## config.mk

```make
export PLATFORM = sky130hd
export DESIGN_NAME = uart_bcd_collector
export DESIGN_NICKNAME = d
export VERILOG_FILES = /design/src/rtl/uart_bcd_pkg.sv /design/src/rtl/bcd_to_bin_seq.sv /design/src/rtl/uart_bcd_collector.sv
export SDC_FILE = /design/constraint.sdc
export NUM_CORES = 1
export LEC_CHECK = 0
export CAP_MARGIN = 10
export CORE_MARGIN = 8
export CORE_UTILIZATION = 45
export CTS_CLUSTER_DIAMETER = 120
export CTS_CLUSTER_SIZE = 30
export DETAILED_ROUTE_END_ITERATION = 10
export PLACE_DENSITY = 0.86
export SLEW_MARGIN = 10
export SYNTH_ARGS = -nofsm -noshare
export SYNTH_HDL_FRONTEND = slang
export SYNTH_HIERARCHICAL = 1
export SYNTH_SLANG_ARGS = --single-unit
export TNS_END_PERCENT = 30
```

## constraint.sdc

```tcl
create_clock -name clk -period 1.2 [get_ports clk]
set_input_delay 0.18 -clock clk [delete_from_list [all_inputs] [get_ports clk]]
set_output_delay 0.18 -clock clk [all_outputs]
set_load 0.1 [all_outputs]
```

## src/rtl/uart_bcd_pkg.sv

```systemverilog
// Shared constants, FSM state type and width helper for the UART BCD collector.
// The optional binary conversion path is enabled by defining UART_BCD_BIN_EN.
package uart_bcd_pkg;

   localparam logic [7:0] ASCII_0  = 8'h30;
   localparam logic [7:0] ASCII_9  = 8'h39;
   localparam logic [7:0] ASCII_CR = 8'h0D;

   typedef enum logic {IDLE, COLLECT} state_t;

   // Bits needed to hold any DIGITS-digit decimal value: ceil(log2(10^digits)).
   function automatic int bin_width(input int digits);
      longint pow10;
      int     w;
      pow10 = 1;
      for (int i = 0; i < digits; i++) pow10 = pow10 * 10;
      w = 0;
      while ((longint'(1) << w) < pow10) w++;
      return w;
   endfunction

endpackage

```

## src/rtl/bcd_to_bin_seq.sv

```systemverilog
// Sequential packed-BCD to binary converter, one digit per cycle, MSD first.
// Only instantiated when UART_BCD_BIN_EN is defined.
module bcd_to_bin_seq #(
   parameter int DIGITS = 3,
   parameter int BIN_W  = 10,
   localparam int CNT_W = $clog2(DIGITS + 1)
)(
   input  logic                clk,
   input  logic                rst,
   input  logic                start,
   input  logic [4*DIGITS-1:0] bcd_in,
   output logic                busy,
   output logic                done,
   output logic [BIN_W-1:0]    bin_out
);

   logic [4*DIGITS-1:0] shreg;
   logic [BIN_W-1:0]    work;
   logic [BIN_W-1:0]    step;
   logic [CNT_W-1:0]    remaining;

   assign step = work * BIN_W'(10) + BIN_W'(shreg[4*DIGITS-1 -: 4]);

   // A start always wins, so a new snapshot silently replaces a running conversion.
   always_ff @(posedge clk) begin
      if (rst) begin
         shreg     <= '0;
         work      <= '0;
         remaining <= '0;
         busy      <= 1'b0;
         done      <= 1'b0;
         bin_out   <= '0;
      end else begin
         done <= 1'b0;
         if (start) begin
            shreg     <= bcd_in;
            work      <= '0;
            remaining <= CNT_W'(DIGITS);
            busy      <= 1'b1;
         end else if (busy) begin
            work      <= step;
            shreg     <= shreg << 4;
            remaining <= remaining - 1'b1;
            if (remaining == CNT_W'(1)) begin
               busy    <= 1'b0;
               done    <= 1'b1;
               bin_out <= step;
            end
         end
      end
   end

endmodule

```

## src/rtl/uart_bcd_collector.sv

```systemverilog
// Collects ASCII decimal digits from the UART receiver into a packed BCD word.
// Define UART_BCD_BIN_EN to add the sequential BCD-to-binary output (bin_data/bin_valid).
module uart_bcd_collector
   import uart_bcd_pkg::*;
#(
   parameter int          DIGITS      = 3,
   parameter logic [7:0]  TERM_CHAR   = ASCII_CR,
   parameter int          TIMEOUT_CYC = 0,
   localparam int         CNT_W       = $clog2(DIGITS + 1),
   localparam int         TO_W        = (TIMEOUT_CYC > 1) ? $clog2(TIMEOUT_CYC) : 1
`ifdef UART_BCD_BIN_EN
   , localparam int       BIN_W       = bin_width(DIGITS)
`endif
)(
   input  logic                clk,
   input  logic                rst,
   input  logic                rx_valid,
   input  logic [7:0]          rx_byte,
   output logic [4*DIGITS-1:0] bcd_data,
   output logic                data_valid,
   output logic [CNT_W-1:0]    digit_count,
   output logic                busy,
   output logic                err
`ifdef UART_BCD_BIN_EN
   , output logic [BIN_W-1:0]  bin_data
   , output logic              bin_valid
`endif
);

   state_t              state, state_next;
   logic [4*DIGITS-1:0] acc, acc_next, bcd_next, nib_ext, shifted;
   logic [CNT_W-1:0]    cnt_next;
   logic [TO_W-1:0]     idle_cnt, idle_next;
   logic                dv_next, err_next, is_digit;

   assign busy = (state == COLLECT);

   always_ff @(posedge clk) begin
      if (rst) begin
         state       <= IDLE;
         acc         <= '0;
         digit_count <= '0;
         bcd_data    <= '0;
         data_valid  <= 1'b0;
         err         <= 1'b0;
         idle_cnt    <= '0;
      end else begin
         state       <= state_next;
         acc         <= acc_next;
         digit_count <= cnt_next;
         bcd_data    <= bcd_next;
         data_valid  <= dv_next;
         err         <= err_next;
         idle_cnt    <= idle_next;
      end
   end

   // Completing and aborting both drop straight back to IDLE, so the next byte can start a frame.
   always_comb begin
      state_next = state;
      acc_next   = acc;
      cnt_next   = digit_count;
      bcd_next   = bcd_data;
      dv_next    = 1'b0;
      err_next   = 1'b0;
      idle_next  = idle_cnt;
      is_digit   = (rx_byte >= ASCII_0) && (rx_byte <= ASCII_9);
      nib_ext    = '0;
      nib_ext[3:0] = rx_byte[3:0];
      shifted    = (acc << 4) | nib_ext;

      case (state)
         IDLE: begin
            if (rx_valid && is_digit) begin
               acc_next  = nib_ext;
               idle_next = '0;
               if (DIGITS == 1) begin
                  bcd_next = nib_ext;
                  dv_next  = 1'b1;
                  cnt_next = '0;
               end else begin
                  cnt_next   = CNT_W'(1);
                  state_next = COLLECT;
               end
            end
         end
         COLLECT: begin
            if (rx_valid) begin
               idle_next = '0;
               if (is_digit) begin
                  acc_next = shifted;
                  if (digit_count == CNT_W'(DIGITS - 1)) begin
                     bcd_next   = shifted;
                     dv_next    = 1'b1;
                     cnt_next   = '0;
                     state_next = IDLE;
                  end else begin
                     cnt_next = digit_count + 1'b1;
                  end
               end else if (rx_byte == TERM_CHAR) begin
                  bcd_next   = acc;
                  dv_next    = 1'b1;
                  cnt_next   = '0;
                  state_next = IDLE;
               end else begin
                  err_next   = 1'b1;
                  cnt_next   = '0;
                  state_next = IDLE;
               end
            end else if (TIMEOUT_CYC > 0) begin
               if (idle_cnt == TO_W'(TIMEOUT_CYC - 1)) begin
                  err_next   = 1'b1;
                  cnt_next   = '0;
                  idle_next  = '0;
                  state_next = IDLE;
               end else begin
                  idle_next = idle_cnt + 1'b1;
               end
            end
         end
         default: state_next = IDLE;
      endcase
   end

`ifdef UART_BCD_BIN_EN
   bcd_to_bin_seq #(
      .DIGITS (DIGITS),
      .BIN_W  (BIN_W)
   ) u_conv (
      .clk     (clk),
      .rst     (rst),
      .start   (data_valid),
      .bcd_in  (bcd_data),
      .busy    (),
      .done    (bin_valid),
      .bin_out (bin_data)
   );
`endif

endmodule

```

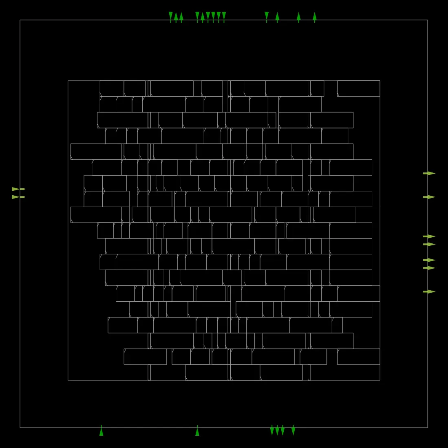
*Cell outlines without signal wires*
flop count: 29
core area: 0.00278 sq mm

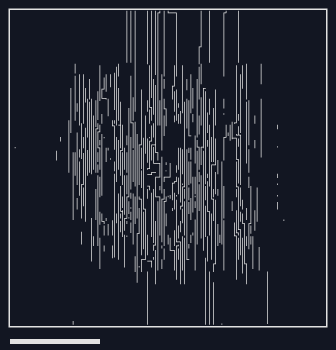
*Met2 routing*
Bar = 20 um.
longest straight run	25.0 um
share of all routed wire	52%
main direction	vertical
nets with wire on the layer	186

==> metrics.yaml <==
top_layer_used: "met4"
wl_um: 4160
fill_cells: 161
xor_area_frac: 0
inverters: 1
fin_ws_ns: -0.218
drtAntennaViolNets: 0
wl_met2_um: 2150
drt_iter0_markers: 129
clockRootBuffer: "clkbuf_4"
finalSetupViolations: 15
yosys.area_share.aoi: 0.181
status: "finished, violations left"
drv_slew: 0
setup.worst_path.start: "digit_count[1]$_SDFFE_PP0P_"
comb_cells: 100
dp_hpwl_um: 2560
crit_type: "register to register"
power_leader: "registers"
postLayoutCoreUtil: 0.764
ys_types: 28
worst-r2r-cell-count: 5
worstPathArrival_ns: 1.68
hp-class: "primary input to register"
cts.sinks: 29
violations: "setup timing"
antenna_found_initial: 0
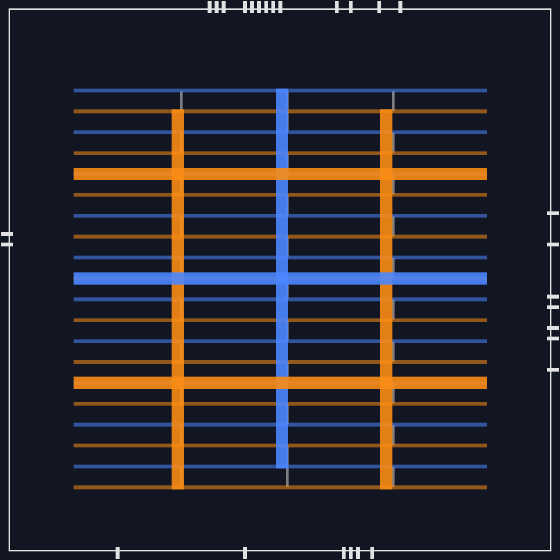
*PDN straps and rails*
Pins as bars on the die edge. Tap cells in grey.
net	colour
VDD	blue
VSS	orange
met5 straps	3
met1 rails	20
met4 straps	3

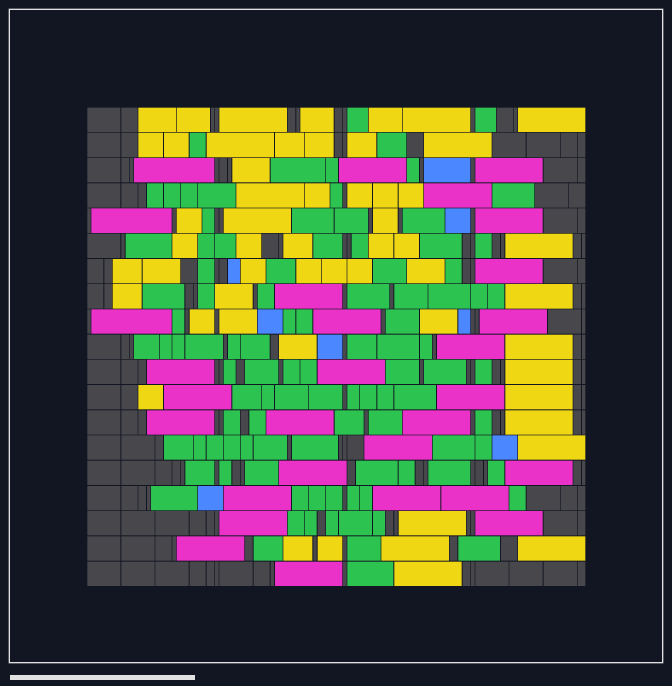
*Cells coloured by class*
Bar = 20 um. Fill, decap, tap and diode cells in grey.
class	colour	cells
clock drivers and dummy loads	blue	8
other buffers and delay cells	yellow	55
combinational and other logic	green	101
flops	magenta	29

